## src/rtl/mem_arbiter.sv

```systemverilog
// mem_arbiter: round-robin arbiter that lets two requesters share one car/cdr
// memory unit, with at most one memory transaction outstanding at a time.
// Optional feature: define MEM_ARB_TIMEOUT_EN to abort a WAIT that exceeds
// TIMEOUT cycles (ack with rdata=0, err=1). Without it, WAIT never times out.

`ifndef MEMORY_DATA_WIDTH
`define MEMORY_DATA_WIDTH 16
`endif

module mem_arbiter #(
    parameter int DATA_W  = `MEMORY_DATA_WIDTH,
    parameter int TIMEOUT = 255
) (
    input  logic              clk,
    input  logic              rst,
    input  logic              req0,
    input  logic              req1,
    input  logic              op0,
    input  logic              op1,
    input  logic [DATA_W-1:0] wdata0,
    input  logic [DATA_W-1:0] wdata1,
    output logic              ack0,
    output logic              ack1,
    output logic [DATA_W-1:0] rdata,
    output logic              err,
    output logic              mem_car,
    output logic              mem_cdr,
    output logic [DATA_W-1:0] mem_data_in,
    input  logic [DATA_W-1:0] mem_data_out,
    input  logic              mem_ready
);

    typedef enum logic [1:0] {
        IDLE = 2'd0,
        CMD  = 2'd1,
        WAIT = 2'd2,
        ACK  = 2'd3
    } state_t;

    state_t state;
    logic   last_served;   // id of the requester that completed most recently
    logic   cur_id;        // id of the requester owning the current transaction
    logic   grant;         // requester that wins if arbitration happens now
    logic   grant_op;

    // A zero or negative limit would make every WAIT abort immediately.
    if (TIMEOUT < 1) begin : g_timeout_check
        $error("mem_arbiter: TIMEOUT must be at least 1");
    end

`ifdef MEM_ARB_TIMEOUT_EN
    localparam int              CNT_W    = $clog2(TIMEOUT + 1);
    localparam logic [CNT_W-1:0] LAST_CNT = CNT_W'(TIMEOUT - 1);
    logic [CNT_W-1:0] wait_cnt;
`else
    assign err = 1'b0;
`endif

    // Round-robin: a lone requester wins; on a tie the one not served last wins.
    assign grant    = req1 & (~req0 | ~last_served);
    assign grant_op = grant ? op1 : op0;

    // Control FSM with registered strobes, acks and result data.
    always_ff @(posedge clk or negedge rst) begin
        if (!rst) begin
            state       <= IDLE;
            last_served <= 1'b1;
            cur_id      <= 1'b0;
            ack0        <= 1'b0;
            ack1        <= 1'b0;
            mem_car     <= 1'b0;
            mem_cdr     <= 1'b0;
            rdata       <= '0;
            mem_data_in <= '0;
`ifdef MEM_ARB_TIMEOUT_EN
            err         <= 1'b0;
            wait_cnt    <= '0;
`endif
        end else begin
            mem_car <= 1'b0;
            mem_cdr <= 1'b0;
            ack0    <= 1'b0;
            ack1    <= 1'b0;
            case (state)
                IDLE: begin
                    if (req0 || req1) begin
                        cur_id      <= grant;
                        mem_data_in <= grant ? wdata1 : wdata0;
                        mem_car     <= ~grant_op;
                        mem_cdr     <= grant_op;
                        state       <= CMD;
                    end
                end
                CMD: begin
`ifdef MEM_ARB_TIMEOUT_EN
                    wait_cnt <= '0;
`endif
                    state <= WAIT;
                end
                WAIT: begin
`ifdef MEM_ARB_TIMEOUT_EN
                    wait_cnt <= wait_cnt + 1'b1;
`endif
                    if (mem_ready) begin
                        rdata <= mem_data_out;
`ifdef MEM_ARB_TIMEOUT_EN
                        err   <= 1'b0;
`endif
                        ack0  <= ~cur_id;
                        ack1  <= cur_id;
                        state <= ACK;
                    end
`ifdef MEM_ARB_TIMEOUT_EN
                    else if (wait_cnt == LAST_CNT) begin
                        // Memory never answered: complete with an aborted result.
                        rdata <= '0;
                        err   <= 1'b1;
                        ack0  <= ~cur_id;
                        ack1  <= cur_id;
                        state <= ACK;
                    end
`endif
                end
                ACK: begin
                    last_served <= cur_id;
                    state       <= IDLE;
                end
                default: state <= IDLE;
            endcase
        end
    end

endmodule

```

## config.mk

```make
export PLATFORM = sky130hd
export DESIGN_NAME = mem_arbiter
export DESIGN_NICKNAME = d
export VERILOG_FILES = /design/src/rtl/mem_arbiter.sv
export SDC_FILE = /design/constraint.sdc
export NUM_CORES = 1
export LEC_CHECK = 0
export ABC_CLOCK_PERIOD_IN_PS = 2990
export CORE_MARGIN = 5
export CORE_UTILIZATION = 30
export CTS_CLUSTER_SIZE = 28
export DETAILED_ROUTE_END_ITERATION = 8
export HOLD_SLACK_MARGIN = 0.1
export PLACE_DENSITY_LB_ADDON = 0.08
export SLEW_MARGIN = 5
export SYNTH_ARGS = -nofsm -noshare
export SYNTH_HDL_FRONTEND = slang
export SYNTH_SLANG_ARGS = --single-unit
```

## constraint.sdc

```tcl
create_clock -name clk -period 2.99 [get_ports clk]
set_input_delay 0.4485 -clock clk [delete_from_list [all_inputs] [get_ports clk]]
set_output_delay 0.4485 -clock clk [all_outputs]
set_load 0.01 [all_outputs]
```

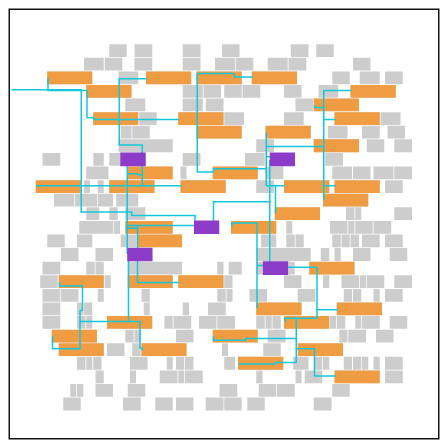
Figure 1: run 1, routed clock nets over the placement.
[purple] clock drivers | count: 5
[cyan] clock wires | length: 546 microns
[orange] flip-flops | count: 40
routed clock nets: 6
clock power share: 21.8%
Clock group: 0.607 mW
Latency at later pin: 0.29 ns
skew final: 0.00653 ns

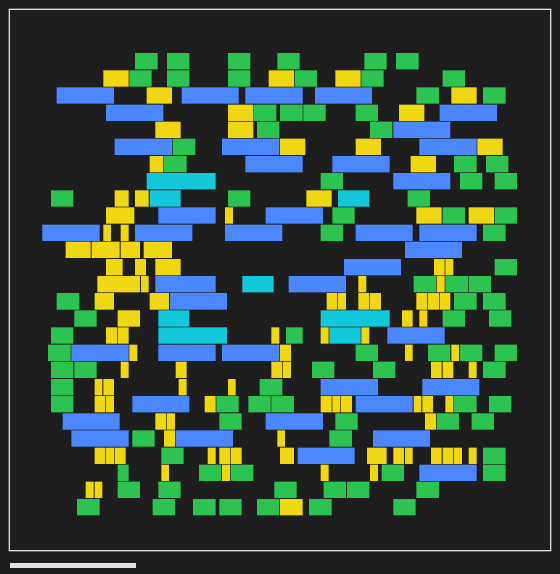
Figure 2: run 1, cell classes on the final placement.
Scale bar: 20 microns.
[cyan] clock drivers and dummy loads | cells: 8
[green] remaining buffers and delay cells | cells: 91
[blue] sequential cells | cells: 40
[yellow] combinational and other logic | cells: 103
flop share of the area: 35.7%
Util after Layout: 50.6%
design area: 0.00280 sq mm
num rows: 27

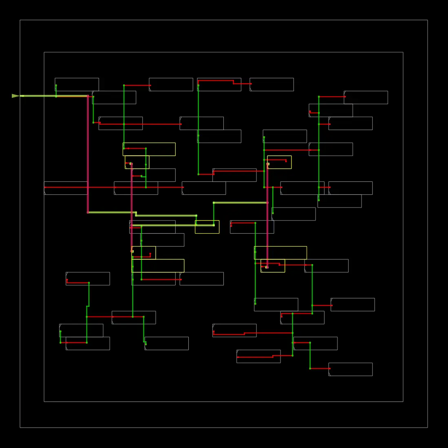
Figure 3: run 1, clock wiring as the flow saved it.
TritonCTS Buffers: 5
FFs & Latches: 40

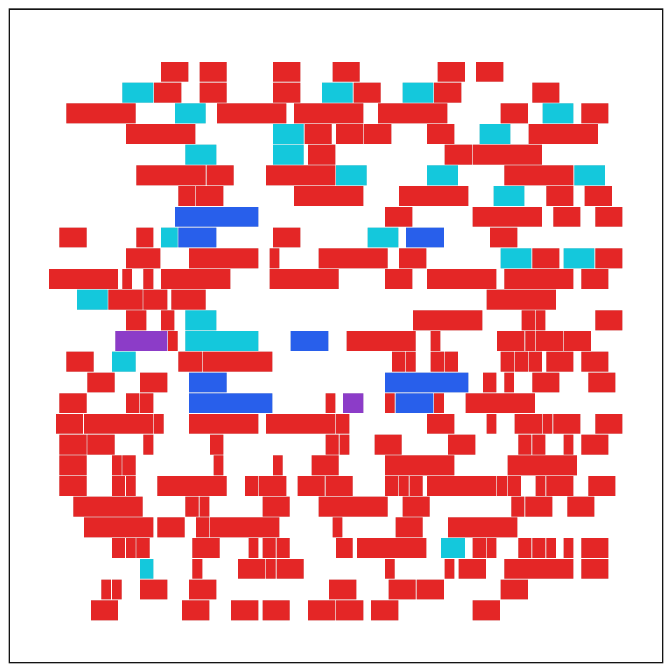
Figure 4: run 1, cell sizes after repair.
[red] _0 and _1 cells | cells: 209 | share: 86%
[cyan] _2 cells | cells: 23 | share: 9.5%
[purple] _3 and _4 cells | cells: 2 | share: 0.83%
[blue] _6 and larger | cells: 8 | share: 3.3%
area delta synth->final: 63.3%
worst setup margin: 1.27 ns
Non-clk bufs: 91

==> job_summary.md, run 1 <==
### Metrics collected by this job

| Metric | Value |
|---|---|
| Unrepaired setup endpoints after global routing | false |
| H-tree lvl count | 2 |
| Mux area share | 12.4% |
| Basic Gates by Area | 9.11% |
| Worst reg2reg path endpoint | mem_data_in[3] |
| R2R depth | 5 |
| Vias per inst | 4.43 |
| DR DRC count | 0 |
| Final period util | 57.6% |
| Hold_buf cts | 0 |
| CP required | 3.21 ns |
| Init Core Util | 31.0% |
| Sw power | 0.839 mW |
| GRT met2 Usage | 19.7% |
| Synth warnings | 0 |
| Hpwl dp | 3230 microns |
| Cells in synth_stat.txt | 151 |
| CP startpoint | req0 |
| DRT Pass-1 Iters | 4 |
| Worst Setup EP | mem_data_in[13] |
| Top logic family | AND-OR/OR-AND gates |
| XOR/XNOR Area Share | 0% |
| Met1 GRT Util | 16.5% |
| Wire per inst | 14.3 microns |
| Sequential fraction of the synthesis area | 58.4% |
| Post-DRT Antenna Nets | 0 |
| LEAKAGE | 1.19 nW |
| Final setup viols | 0 |
| Worst EP arrival | 1.94 ns |
| Synth area leader | dfrtp_1 |
| GRT Residual Overflow | 0 |
| Tool warnings | 28 |
| Setup crit start kind | primary input |
| First-pass GRT wire length | 7210 microns |
| Total GRT Usage | 12.6% |
| Commonest Layout Cell | clkdlybuf4s50_1 |
| Top cell area share | 56.9% |
| Post-synth cell types | 24 |
| Internal Power | 1.94 mW |
| Floorplan net count | 209 |
| FILL cells | 533 |
| Total detailed-routing wirelength | 4500 microns |
| Number of global-route vias before repair | 1,427 |
| Ports | 92 |
| First DRT Iteration DRCs | 45 |
| Post-cts resize count | 0 |
| Comb power frac | 44.2% |
| Synth Instances | 151 |
| Kind of critical path | primary input to flop |
| Mapped Area | 0.00172 sq mm |
| I/O Buffers | 90 |
| TritonCTS Sinks | 40 |
| Fmax | 580 MHz |
| Cell area leaders | dfrtp_1, mux2_2, a21oi_1, nor2_1, nand2_1 |
| Worst slew margin | 40.3% |
| R2r startpoint | state[0] |
| Syn avg cell area | 11.4 sq um |
| Top cells excl fill/tap | clkdlybuf4s50_1, dfrtp_1, a21oi_1, nor2_1, mux2_2 |
| Vias | 1,391 |
| Core area | 0.00554 sq mm |
| Initial antenna violation count | 0 |
| Final Wtd Congestion | 0.704 |
| Adder Area Share | 2.19% |
| Final Hold Viols | 0 |
| GRT busiest layer | met2 |
| Clock Pin Slew Worst Setup and Hold Paths | 0.08 ns |
| Yosys Chip Area | 0.00172 sq mm |
| Max_cap viols | 0 |
| Met3 Usage GRT | 3.46% |
| Sequential share of power | 33.9% |
| Tot Pwr | 2.78 mW |
| Total setup buffers inserted after CTS | 0 |
| AO/OA Area Share | 13.5% |
| DIE HEIGHT | 85.6 microns |
| Die width | 85.6 microns |
| Clock tree buffer depth | 2 |
| Worst-margin pin slew | 0.896 ns |
| CTS root buf | clkbuf_8 |
| Final TNS setup | 0 ns |
| Pwr/cell area | 992 mW/mm^2 |
| Kind of end point of the critical path | flop |
| Worst hold path type | primary input to asynchronous set/reset pin |
| TritonCTS clock tree | done |
| #FFs+latches synth | 40 |
| Number of inserted diodes | 0 |
| Worst IR Drop VDD | 0.000401 V |
| Outcome | finished, final reports clean |
| Biggest regs | mem_data_in x16, rdata x16, state x2 |
## run 1: worst max-delay path: stages
cell and delay (ns):
clkdlybuf4s50_1 0.53, o21ai_2 0.68, a21oi_1 0.10, a21oi_1 0.17
## run 1: routing by layer
metal | share of wire, % | routed length [microns]
met1 | 44 | 1960
met3 | 7.6 | 343
met2 | 47 | 2130
met4 | 1.4 | 64
met5 | 0 | 0
## run 1: power groups by stage
stage / clock, mW / sequential [mW] / combinational [mW]
4_1_cts: 0.627 / 0.945 / 1.26
2_1_floorplan: 0 / 1.06 / 0.512
3_5_place_dp: 0 / 0.955 / 1.25
6_report: 0.607 / 0.944 / 1.23
3_3_place_gp: 0 / 0.955 / 1.24
5_1_grt: 0.648 / 0.980 / 1.34
## run 1: layout make-up
class                           count  area (sq um)  share of cell area, %
Multi-Input combinational cell    101           642                   22.9
Inverter                            2          7.51                  0.268
Tap cell                           72          90.1                   3.21
Clock buffer                        5          68.8                   2.45
Clock inverter                      3          90.1                   3.21
Timing Repair Buffer               91           903                   32.2
Sequential cell                    40          1000                   35.7
## run 1: through the flow
step	instances	hold WS (ns)	worst slack [ns]	cell area (sq um)
3_5_place_dp	306	0.492	0.946	2650
3_3_place_gp	306	0.487	0.960	2650
4_1_cts	314	0.322	1.26	2800
5_1_grt	314	0.370	1.16	2800
2_1_floorplan	151	0.153	1.54	1720
6_report	314	0.286	1.27	2800
## run 1: cells in the mapped netlist (all sizes together)
cell / instances
a21boi: 1
a21oi: 33
a21bo: 1
dfrtp: 39
conb: 1
ha: 3
and3: 1
dfstp: 1
inv: 2
mux2: 18
mux2i: 1
buf: 8
o21ai: 1
a22o: 1
o21a: 1
and2: 1
nand2: 17
nor2b: 1
o22a: 1
nor2: 19
==> run 1 -> run 2 <==
--- a/config.mk
+++ b/config.mk
@@ -5,7 +5,7 @@
 export SDC_FILE = /design/constraint.sdc
 export NUM_CORES = 1
 export LEC_CHECK = 0
-export ABC_CLOCK_PERIOD_IN_PS = 2990
+export ABC_CLOCK_PERIOD_IN_PS = 1500
 export CORE_MARGIN = 5
 export CORE_UTILIZATION = 30
 export CTS_CLUSTER_SIZE = 28
==> constraint.sdc (replaced) <==
create_clock -name clk -period 1.5 [get_ports clk]
set_input_delay 0.225 -clock clk [delete_from_list [all_inputs] [get_ports clk]]
set_output_delay 0.225 -clock clk [all_outputs]
set_load 0.01 [all_outputs]
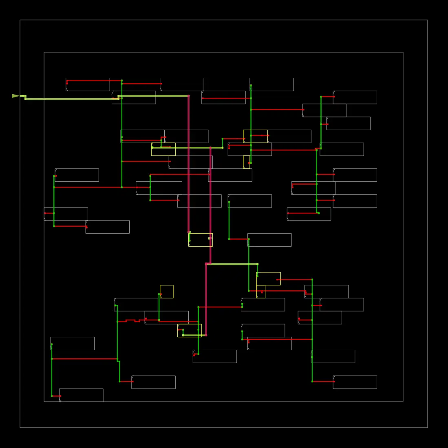
Figure 5: run 2, clock wiring as the flow saved it.
clock buffers: 6
Clock group: 0.709 mW
skew final: 0.00883 ns

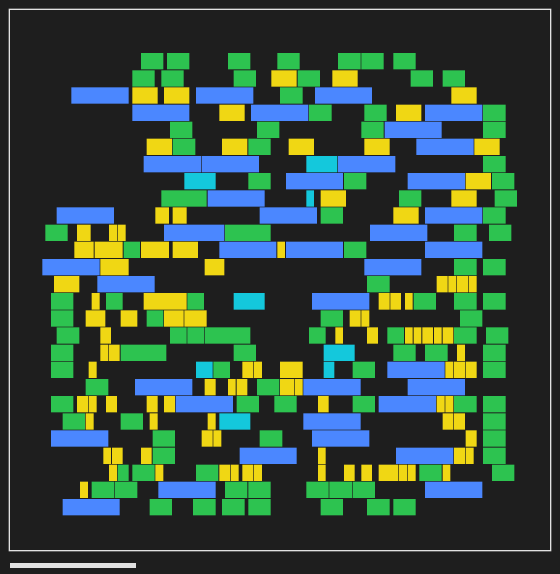
Figure 6: run 2, cell classes on the final placement.
Scale bar: 20 microns.
[green] remaining buffers and delay cells | cells: 104
[yellow] combinational and other logic | cells: 103
[blue] sequential cells | cells: 40
[cyan] clock drivers and dummy loads | cells: 8
flop share of the area: 34.8%
core area: 0.00554 sq mm
Util after Layout: 52.1%
design area: 0.00288 sq mm

==> run 2 against run 1 <==
Hold slack better by 0.16 ns. Synthesized area stayed put. Clock power is 17% higher. Highest routed layer unchanged. Flip-flop count stayed put. Largest power group unchanged. Final area is 2.9% higher. Utilization is 1.4 points higher. Power is 89% higher. Final cell count is 4.1% higher. Routed wire length is 2.4% higher. Clock skew is 0.0023 ns higher.
==> job_summary.md, run 2 <==
### Metrics collected by this job

| Metric | Value |
|---|---|
| First DRT Iteration DRCs | 27 |
| Post-synth ARST share | 100% |
| Post-DRT Antenna Nets | 0 |
| TritonCTS Buffers | 5 |
| P_comb | 2.67 mW |
| Crit-path cells | clkdlybuf4s50_1 |
| Hold_buf cts | 1 |
| CP startpoint | mem_data_in[3] |
| Synth top cell by count | dfrtp_1 |
| Worst reg2reg path endpoint | state[1] |
| Worst slew margin | 65.7% |
| DR DRC count | 0 |
| Worst-margin pin slew | 0.515 ns |
| Final Wtd Congestion | 0.726 |
| Most frequent cells after synthesis | dfrtp_1, a21oi_1, nor2_1 |
| Ports | 92 |
| Unrepaired setup endpoints after global routing | false |
| TritonCTS clock tree | done |
| Share of layout cells above drive strength 1 | 17.6% |
| Worst path max stage delay | 0.54 ns |
| Period minus WS final | 1.43 ns |
| Final period util | 95.2% |
| Initial antenna violation count | 0 |
| DP Area | 0.00279 sq mm |
| R2r startpoint | state[1] |
| Sw frac | 32.6% |
| Worst EP arrival | 1.20 ns |
| Synth Flop Type | dfrtp_1 |
| Latency at later pin | 0.29 ns |
| Total setup buffers inserted after CTS | 0 |
| Commonest Layout Cell | clkdlybuf4s50_1 |
| Count of library flops with an enable pin | 0 |
| Biggest regs | mem_data_in x16, rdata x16, state x2 |
| Hpwl dp | 3520 microns |
| Worst path slowest cell | clkdlybuf4s50_1 |
| Worst hold path type | primary input to asynchronous set/reset pin |
| Post-cts resize count | 0 |
| CP Depth | 1 |
| Final setup viols | 0 |
| Die width | 85.6 microns |
| Worst IR Drop VDD | 0.000797 V |
| GRT met2 Usage | 21.5% |
| Top cells excl fill/tap | clkdlybuf4s50_1, dfrtp_1, a21oi_1, nor2_1, mux2_2 |
| Init Core Util | 31.0% |
| Syn avg cell area | 11.4 sq um |
| Cell area leaders | dfrtp_1, mux2_2, a21oi_1, nor2_1, nand2_1 |
| Total detailed-routing wirelength | 4610 microns |
| R2R depth | 4 |
| Met1 GRT Util | 16.1% |
| Number of inserted diodes | 0 |
| GRT Residual Overflow | 0 |
| FILL cells | 537 |
| Sequential share of power | 35.7% |
| Worst Setup EP | mem_data_in[3] |
| Placed Cells | 318 |
| Synth Instances | 151 |
| Largest delay share family, worst path | buffers and inverters |
| Met3 Usage GRT | 3.94% |
| I/O Buffers | 90 |
| Max_cap viols | 0 |
| Internal Power | 3.55 mW |
| Comb power frac | 50.8% |
| Kind of end point of the critical path | primary output |
| Final slew viol count | 0 |
| LEAKAGE | 1.24 nW |
| Total GRT Usage | 13.0% |
| Clock Pin Slew Worst Setup and Hold Paths | 0.08 ns |
| DIE HEIGHT | 85.6 microns |
| Cells in synth_stat.txt | 151 |
| Sequential group power | 1.88 mW |
| Sequential fraction of the synthesis area | 58.4% |
| GRT busiest layer | met2 |
| Fmax | 700 MHz |
| Tool warnings | 28 |
| Outcome | finished, final reports clean |
| Clock power share | 13.5% |
| Post-synth cell types | 24 |
| Pwr/cell area | 1820 mW/mm^2 |
| #FFs+latches synth | 40 |
| CP required | 1.27 ns |
| Floorplan net count | 209 |
| CTS root buf | clkbuf_8 |
| Largest net degree at the start of global routing | 21 |
| Num rows | 27 |
| Mapped Area | 0.00172 sq mm |
| Worst Path Buf+Inv | 1 |
| Setup crit start kind | flop |
| H-tree lvl count | 2 |
| First-pass GRT wire length | 7470 microns |
| Max power group | combinational logic |
| Area delta synth->final | 68.0% |
| Nets | 312 |
| TritonCTS Sinks | 40 |
| Vias | 1,461 |
| Synth warnings | 0 |
| Number of global-route vias before repair | 1,493 |
| Die Area | 0.00734 sq mm |
| Kind of critical path | flop to primary output |
| FF-to-FF setup slack | 0.08 ns |
| Crit-path max FO | 2 |
| Final Hold Viols | 0 |
| Vias per inst | 4.47 |
| Yosys Chip Area | 0.00172 sq mm |
| DRT Pass-1 Iters | 4 |
| Sw power | 1.71 mW |
| Top cell area share | 56.9% |
| Synth area leader | dfrtp_1 |
| Wire per inst | 14.1 microns |
| Clock tree buffer depth | 2 |
| Final Non-Filler Cells | 327 |
run 2: worst min-delay path by stage:
stage / slack [ns] / startpoint / to
after detailed placement: 0.23 / rst / mem_data_in[0]
after global placement: 0.23 / rst / mem_data_in[0]
after floorplan: -0.07 / rst / ack0
final: 0.45 / rst / mem_data_in[3]
after global routing: 0.49 / rst / mem_data_in[12]
after CTS: 0.45 / rst / state[1]
run 2: kinds of logic after synthesis:
group                      Yosys count  synth area share, %
buffers and inverters               10                 4.23
and+or+nand+nor                     39                 9.11
muxes                               19                 12.4
adders and majority gates            3                 2.19
DFF                                 40                 58.4
AOI/OAI and AO/OA                   39                 13.5
other                                1                0.218
run 2: metrics by stage:
stage | worst slack [ns] | utilization (%) | hold WS (ns) | TNS (ns) | power [mW]
global route | 0.00124 | 52.1 | 0.486 | 0 | 5.67
floorplan | 0.0469 | - | -0.0706 | 0 | 3.14
detailed placement | -0.0551 | 50.3 | 0.231 | -0.191 | 4.63
global placement | -0.0223 | 50.3 | 0.226 | -0.0859 | 4.59
CTS | 0.0514 | 52.0 | 0.455 | 0 | 5.35
finish | 0.0718 | 52.1 | 0.449 | 0 | 5.26
run 2: cell type report:
class | instances | area (sq um) | share of cell area, %
Multi-Input combinational cell | 101 | 646 | 22.4
Timing Repair Buffer | 104 | 1050 | 36.5
Tap cell | 72 | 90.1 | 3.12
Clock inverter | 2 | 12.5 | 0.434
Sequential cell | 40 | 1000 | 34.8
Clock buffer | 6 | 72.6 | 2.52
Inverter | 2 | 7.51 | 0.260
run 2: per-layer routing:
| layer | vias to the layer above | part of all wire (%) |
|---|---|---|
| met1 | 688 | 43 |
| met5 | - | 0 |
| met3 | 6 | 7.9 |
| met2 | 49 | 48 |
| li1 | 718 | - |
| met4 | 0 | 1.5 |
Power and IR drop assume default switching activity.
